File: src/rtl/cpu_pkg.sv
// ============================================================================
// cpu_pkg : shared widths, reset address, fetch FSM encoding, opcodes
// Revision: 1.0
// ============================================================================
`default_nettype none

package cpu_pkg;

  localparam int              ADDR_WIDTH_DEF  = 8;
  localparam int              INSTR_WIDTH_DEF = 6;
  localparam logic [7:0]      RESET_ADDR_DEF  = 8'h00;

  typedef enum logic [1:0] {
    ST_IDLE  = 2'd0,
    ST_FETCH = 2'd1,
    ST_FULL  = 2'd2,
    ST_FLUSH = 2'd3
  } fetch_state_t;

  // Opcode field is the upper two bits of the instruction word
  localparam logic [1:0] OPC_ALU    = 2'b00;
  localparam logic [1:0] OPC_LOAD   = 2'b01;
  localparam logic [1:0] OPC_STORE  = 2'b10;
  localparam logic [1:0] OPC_BRANCH = 2'b11;

  function automatic logic [1:0] opcode_of(input logic [INSTR_WIDTH_DEF-1:0] instr);
    return instr[INSTR_WIDTH_DEF-1 -: 2];
  endfunction

endpackage

`default_nettype wire

File: src/rtl/instruction_fetch_pc.sv
// ============================================================================
// program_counter : loadable, incrementing PC that wraps modulo 2^ADDR_WIDTH
// Revision: 1.0
// ============================================================================
`default_nettype none

module program_counter #(
  parameter int                    ADDR_WIDTH = 8,
  parameter logic [ADDR_WIDTH-1:0] RESET_ADDR = '0
) (
  input  logic                  clk,
  input  logic                  rst_n,
  input  logic                  load,
  input  logic                  inc,
  input  logic [ADDR_WIDTH-1:0] load_addr,
  output logic [ADDR_WIDTH-1:0] pc,
  output logic [ADDR_WIDTH-1:0] pc_next
);

  // Load has priority; increment wraps naturally at the register width
  always_comb begin
    pc_next = pc;
    if (load) begin
      pc_next = load_addr;
    end else if (inc) begin
      pc_next = pc + ADDR_WIDTH'(1);
    end
  end

  always_ff @(posedge clk or negedge rst_n) begin
    if (!rst_n) begin
      pc <= RESET_ADDR;
    end else begin
      pc <= pc_next;
    end
  end

endmodule

`default_nettype wire

File: src/rtl/instruction_fetch.sv
// ============================================================================
// instruction_fetch : PC owner, memory read handshake, instruction register
// Revision: 1.0
// ============================================================================
`default_nettype none

module instruction_fetch
  import cpu_pkg::*;
#(
  parameter int                    ADDR_WIDTH  = ADDR_WIDTH_DEF,
  parameter int                    INSTR_WIDTH = INSTR_WIDTH_DEF,
  parameter logic [ADDR_WIDTH-1:0] RESET_ADDR  = ADDR_WIDTH'(RESET_ADDR_DEF)
) (
  input  logic                   clk,
  input  logic                   rst_n,
  input  logic                   run,
  output logic                   mem_req,
  output logic [ADDR_WIDTH-1:0]  mem_addr,
  input  logic                   mem_ready,
  input  logic [INSTR_WIDTH-1:0] mem_data,
  output logic [INSTR_WIDTH-1:0] instruction,
  output logic                   instr_valid,
  input  logic                   instr_accept,
  input  logic                   jump_en,
  input  logic [ADDR_WIDTH-1:0]  jump_addr,
  output logic [ADDR_WIDTH-1:0]  pc
);

  fetch_state_t          state, state_next;
  logic                  pc_load;
  logic                  pc_inc;
  logic                  capture;
  logic                  start_fetch;
  logic [ADDR_WIDTH-1:0] pc_next;
  logic [ADDR_WIDTH-1:0] fetch_addr;
  logic [INSTR_WIDTH-1:0] instr_reg;

  program_counter #(
    .ADDR_WIDTH (ADDR_WIDTH),
    .RESET_ADDR (RESET_ADDR)
  ) u_pc (
    .clk       (clk),
    .rst_n     (rst_n),
    .load      (pc_load),
    .inc       (pc_inc),
    .load_addr (jump_addr),
    .pc        (pc),
    .pc_next   (pc_next)
  );

  always_ff @(posedge clk or negedge rst_n) begin
    if (!rst_n) begin
      state <= ST_IDLE;
    end else begin
      state <= state_next;
    end
  end

  // A jump that lands on the same edge as a fetch start must be fetched,
  // so every start latches the post-edge PC value rather than the current one.
  always_comb begin
    state_next  = state;
    pc_load     = 1'b0;
    pc_inc      = 1'b0;
    capture     = 1'b0;
    start_fetch = 1'b0;
    case (state)
      ST_IDLE: begin
        pc_load = jump_en;
        if (run) begin
          state_next  = ST_FETCH;
          start_fetch = 1'b1;
        end
      end
      ST_FETCH: begin
        if (mem_ready) begin
          if (jump_en) begin
            pc_load     = 1'b1;
            start_fetch = run;
            state_next  = run ? ST_FETCH : ST_IDLE;
          end else begin
            capture    = 1'b1;
            pc_inc     = 1'b1;
            state_next = ST_FULL;
          end
        end else if (jump_en) begin
          pc_load    = 1'b1;
          state_next = ST_FLUSH;
        end
      end
      ST_FULL: begin
        if (instr_accept || jump_en) begin
          pc_load     = jump_en;
          start_fetch = run;
          state_next  = run ? ST_FETCH : ST_IDLE;
        end
      end
      ST_FLUSH: begin
        pc_load = jump_en;
        if (mem_ready) begin
          start_fetch = run;
          state_next  = run ? ST_FETCH : ST_IDLE;
        end
      end
      default: begin
        state_next = ST_IDLE;
      end
    endcase
  end

  always_ff @(posedge clk or negedge rst_n) begin
    if (!rst_n) begin
      fetch_addr <= RESET_ADDR;
      instr_reg  <= '0;
    end else begin
      if (start_fetch) begin
        fetch_addr <= pc_next;
      end
      if (capture) begin
        instr_reg <= mem_data;
      end
    end
  end

  assign mem_req     = (state == ST_FETCH) || (state == ST_FLUSH);
  assign instr_valid = (state == ST_FULL);
  assign mem_addr    = fetch_addr;
  assign instruction = instr_reg;

endmodule

`default_nettype wire

File: config.mk
export PLATFORM = sky130hd
export DESIGN_NAME = instruction_fetch
export DESIGN_NICKNAME = d
export VERILOG_FILES = /design/src/rtl/cpu_pkg.sv /design/src/rtl/instruction_fetch_pc.sv /design/src/rtl/instruction_fetch.sv
export SDC_FILE = /design/constraint.sdc
export NUM_CORES = 1
export LEC_CHECK = 0
export CAP_MARGIN = 20
export CORE_UTILIZATION = 43
export DETAILED_ROUTE_END_ITERATION = 7
export GPL_ROUTABILITY_DRIVEN = 0
export PLACE_DENSITY = 0.8
export SYNTH_ARGS = -nofsm -noshare
export SYNTH_HDL_FRONTEND = slang
export SYNTH_SLANG_ARGS = --single-unit
File: constraint.sdc
create_clock -name clk -period 2.1 [get_ports clk]
set_input_delay 0.42 -clock clk [delete_from_list [all_inputs] [get_ports clk]]
set_output_delay 0.42 -clock clk [all_outputs]
set_load 0.05 [all_outputs]
==> run_1/pins.png <==
Scale bar: 20 um. Pins as bars across the die edge, other pins in gray.
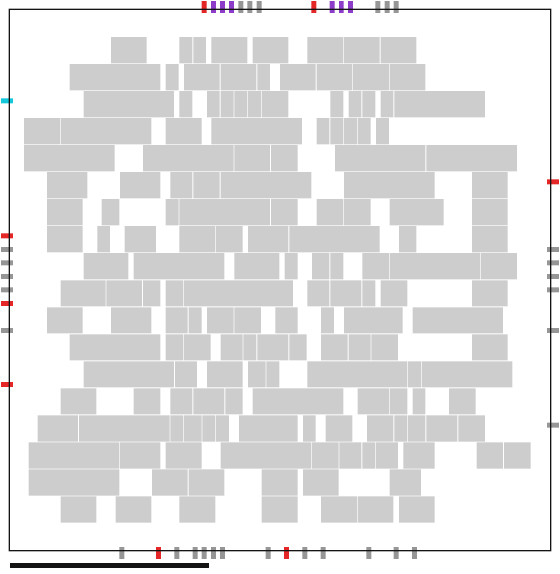
color	port	pins	direction	edge
cyan	clk	1	input	left
purple	mem_data	6	input	top
red	mem_addr	8	output	3 left, 2 top, 2 bottom, 1 right
all pins by edge	14 bottom, 14 top, 9 left, 7 right
y dimension of the die: 54.36 um
die x size: 54.36 um
count of port buffers added during placement: 43

==> run_1/zoom.png <==
Region (31, 31) to (51, 51) um. Cells in gray, sequential cells in the stronger gray; small squares are vias.
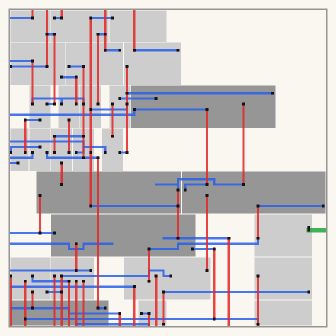
color	layer
blue	met1
red	met2
green	met3
cells with their middle in the window	27
netlist names of flops here include	instruction (3)
most frequent	nand2_1 (9), clkdlybuf4s50_1 (9), dfrtp_1 (5)
sequential cells in the window	5

==> run notes, run 1 <==
The implementation run finished. Final count of hold timing violations landed at 0. Yosys reports a chip area of 1179 sq um. The max-slew check reports its worst relative slack as 65.81%. The detailed router placed 1048 vias in this run. In the synthesized netlist, the dominant kind of combinational cell is simple AND/OR/NAND/NOR gates.

Worst clock skew landed at 0.005533 ns. Adding up every negative setup slack in the final design gives 0 ns. The library cell used most frequently in the layout, excluding fill and tap cells, is sky130_fd_sc_hd__clkdlybuf4s50_1.

Growth of design area from synthesis to finish landed at 47.45%. Synthesis inferred 24 register bits. The final layout report lists a non-clock inverter count of 3. The worst register-to-register path begins at state[1]. According to the timing report, the critical path is captured at pc[2]. Per the layout report, the design carries 206 filler cells.

Adder and majority gate portion of the synthesized area landed at 1.062%. Prior to clock tree synthesis, the placed netlist has a worst setup slack of -0.05282 ns. Setup slack on the worst reg-to-reg path comes out at 0.36 ns. The routed design could run at a clock period as short as 2.016 ns. The warning tally printed by Yosys for this design is 0. The first global-routing pass estimated 4291 um of wire. In this run the cell area of the synthesized design comes to 1179 sq um. Max-cap check violation count landed at 0. The run finished with clean final reports. Proportion of cell area spent on the clock network landed at 3.024%.

After synthesis, the mean cell area works out to 10.43 sq um. Signal routing reaches up to met4. Met2 usage landed at 32.52%. met1 track demand over resource after global routing is 27.27%. Count of flip-flops and latches landed at 24. Together, buffers and inverters on the worst path number 1. Fraction of final layout cells sized beyond drive strength 1 landed at 16.36%.

The class occupying the most area after layout is reported as registers. The die covers 2954 sq um. sky130_fd_sc_hd__dfrtp_1 takes more of the synthesized area than any other cell. Clock tree synthesis inserted a total of 3 buffers. Met3 layer usage reported by global route landed at 4.167%. The worst setup path is captured at an output port. In the final layout, non-clock buffers account for 28.73% of the cell area. Leftover overflow at the end of global routing landed at 0. Looking at the clock tree report, the root buffer type is sky130_fd_sc_hd__clkbuf_4. By count the netlist is led by sky130_fd_sc_hd__nand2_1 (26), sky130_fd_sc_hd__dfrtp_1 (24), sky130_fd_sc_hd__mux2_2 (6), sky130_fd_sc_hd__nor2_1 (6), sky130_fd_sc_hd__o21ai_0 (6). The design draws 1.826 mW.
==> run_1/final_placement.png <==
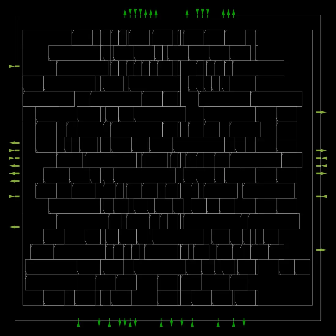
placeable core region: 2522 sq um
count of non-filler cells in the finished layout: 195
number of cell rows: 18

==> run 1: metrics by stage <==
stage	util [%]	hold WS (ns)	cells
after floorplan	-	0.1244	113
after global placement	66.67	0.4585	191
after detailed placement	66.67	0.4696	191
after CTS	68.70	0.4520	195
after global routing	68.90	0.4741	195
final	68.90	0.4490	195
==> run 1: power breakdown <==
part	total, mW	internal (mW)	switching [mW]
Sequential	0.641	0.565	0.0767
Clock	0.338	0.193	0.145
Combinational	0.846	0.314	0.532
==> run 1: worst register-to-register path: stages, from the launching register on <==
cell and delay, ns:
sky130_fd_sc_hd__dfrtp_1 0.46, sky130_fd_sc_hd__nand4bb_4 0.31, sky130_fd_sc_hd__buf_4 0.18, sky130_fd_sc_hd__or3_1 0.35, sky130_fd_sc_hd__a31oi_1 0.21, sky130_fd_sc_hd__mux2_2 0.18
==> run_1/drive_strength.png <==
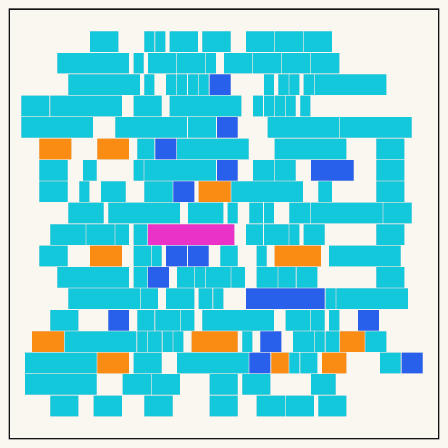

==> run 2, diff against run 1 <==
--- a/config.mk
+++ b/config.mk
@@ -6,6 +6,8 @@
 export NUM_CORES = 1
 export LEC_CHECK = 0
 export CAP_MARGIN = 20
+export CORE_ASPECT_RATIO = 2
+export CORE_MARGIN = 2
 export CORE_UTILIZATION = 43
 export DETAILED_ROUTE_END_ITERATION = 7
 export GPL_ROUTABILITY_DRIVEN = 0
==> run_2/drive_strength.png <==
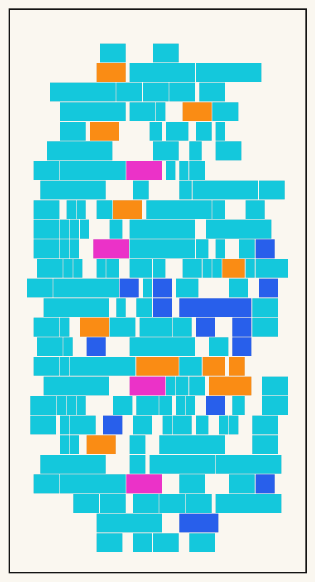
color	size	cells
cyan	drive 1 or less	138
magenta	drive 6 and up	4
blue	drive 3 to 4	14
orange	drive 2	11
layout overhead on the synthesized area: 48.62%
number of ordinary and repair buffers in the finished layout: 54
cell area after layout: 1752 sq um
fin worst setup slack: 0.1068 ns

==> run_2/final_placement.png <==
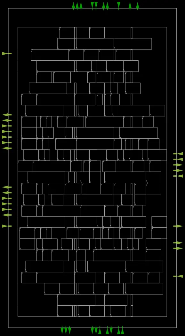
filler cell count: 218
Seq/total area: 34.29%
placeable core region: 2570 sq um
count of sequential standard cells: 24

==> run_2/zoom.png <==
Region (21, 49) to (41, 69) um. Cells in gray, sequential cells in the stronger gray; small squares are vias.
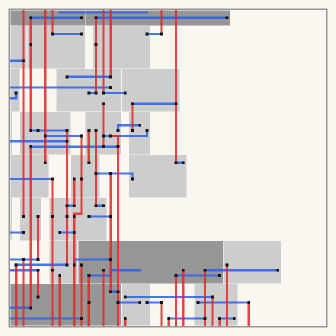
color	layer
red	met2
blue	met1
sequential cells in the window	2
netlist names of flops here include	state (1), u_pc.pc (1)
cells with their middle in the window	19
most frequent	clkdlybuf4s50_1 (6), nor2_1 (2), dfrtp_1 (2)

==> run notes, run 2 <==
The implementation run finished. Time the worst path needs with I/O delays and setup landed at 1.993 ns. Along the critical path, the tally of buffer and inverter instances is 1. By count the netlist is led by sky130_fd_sc_hd__nand2_1 (26), sky130_fd_sc_hd__dfrtp_1 (24), sky130_fd_sc_hd__mux2_2 (6), sky130_fd_sc_hd__nor2_1 (6), sky130_fd_sc_hd__o21ai_0 (6). The synthesis run identifies the leading combinational cell family as simple AND/OR/NAND/NOR gates.

The final report lists a non-filler cell total of 195. Worst clock skew landed at 0.0008188 ns. Counting the warning lines in the Yosys log gives 0. Total negative slack for setup checks landed at 0 ns. The total overflow left after global routing is 0. The flow ran to the end, and the final reports show no timing, DRC or antenna violations. The worst setup path is captured at an output port. Sorting the Yosys area breakdown by cell type puts at the top sky130_fd_sc_hd__dfrtp_1.

Utilization of the core after routing landed at 68.16%. Adder and majority gate portion of the synthesized area landed at 1.062%. Final hold analysis gives a worst-case slack of 0.4831 ns. The worst-case max-slew headroom was logged as 65.98%. Counting flops and latches in the post-synthesis netlist gives 24. Per the timing report, the most critical flop-to-flop path originates at state[1].

Die width landed at 41.02 um. Number of input and output port buffers inserted landed at 43.
run 2: metal layers:
layer	GRT usage [%]	wire length, um
met1	24.43	1068
met2	37.66	1751
met3	1.977	159
met4	12.00	137
met5	0	0
run 2: final cells by class:
type	instances	area share (%)
tap	28	2.000
clock buffer	4	3.143
multi-input combinational	82	30.64
sequential	24	34.29
inverter	3	0.6429
timing repair buffer	54	29.29
run 2: kinds of logic after synthesis:
family / Yosys count
AND-OR/OR-AND: 19
XOR/XNOR: 2
buffers and inverters: 7
flip-flops: 24
AND/OR/NAND/NOR: 53
adder cells (fa/ha/maj): 1
multiplexers: 7
run 2: report_power, final:
group | internal (mW) | switching, mW | leakage [nW]
clock network | 0.167 | 0.145 | 0.0288
logic | 0.319 | 0.540 | 0.447
registers | 0.566 | 0.0812 | 0.284
total | 1.05 | 0.767 | 0.760
Power is estimated from default activity; no workload was simulated.
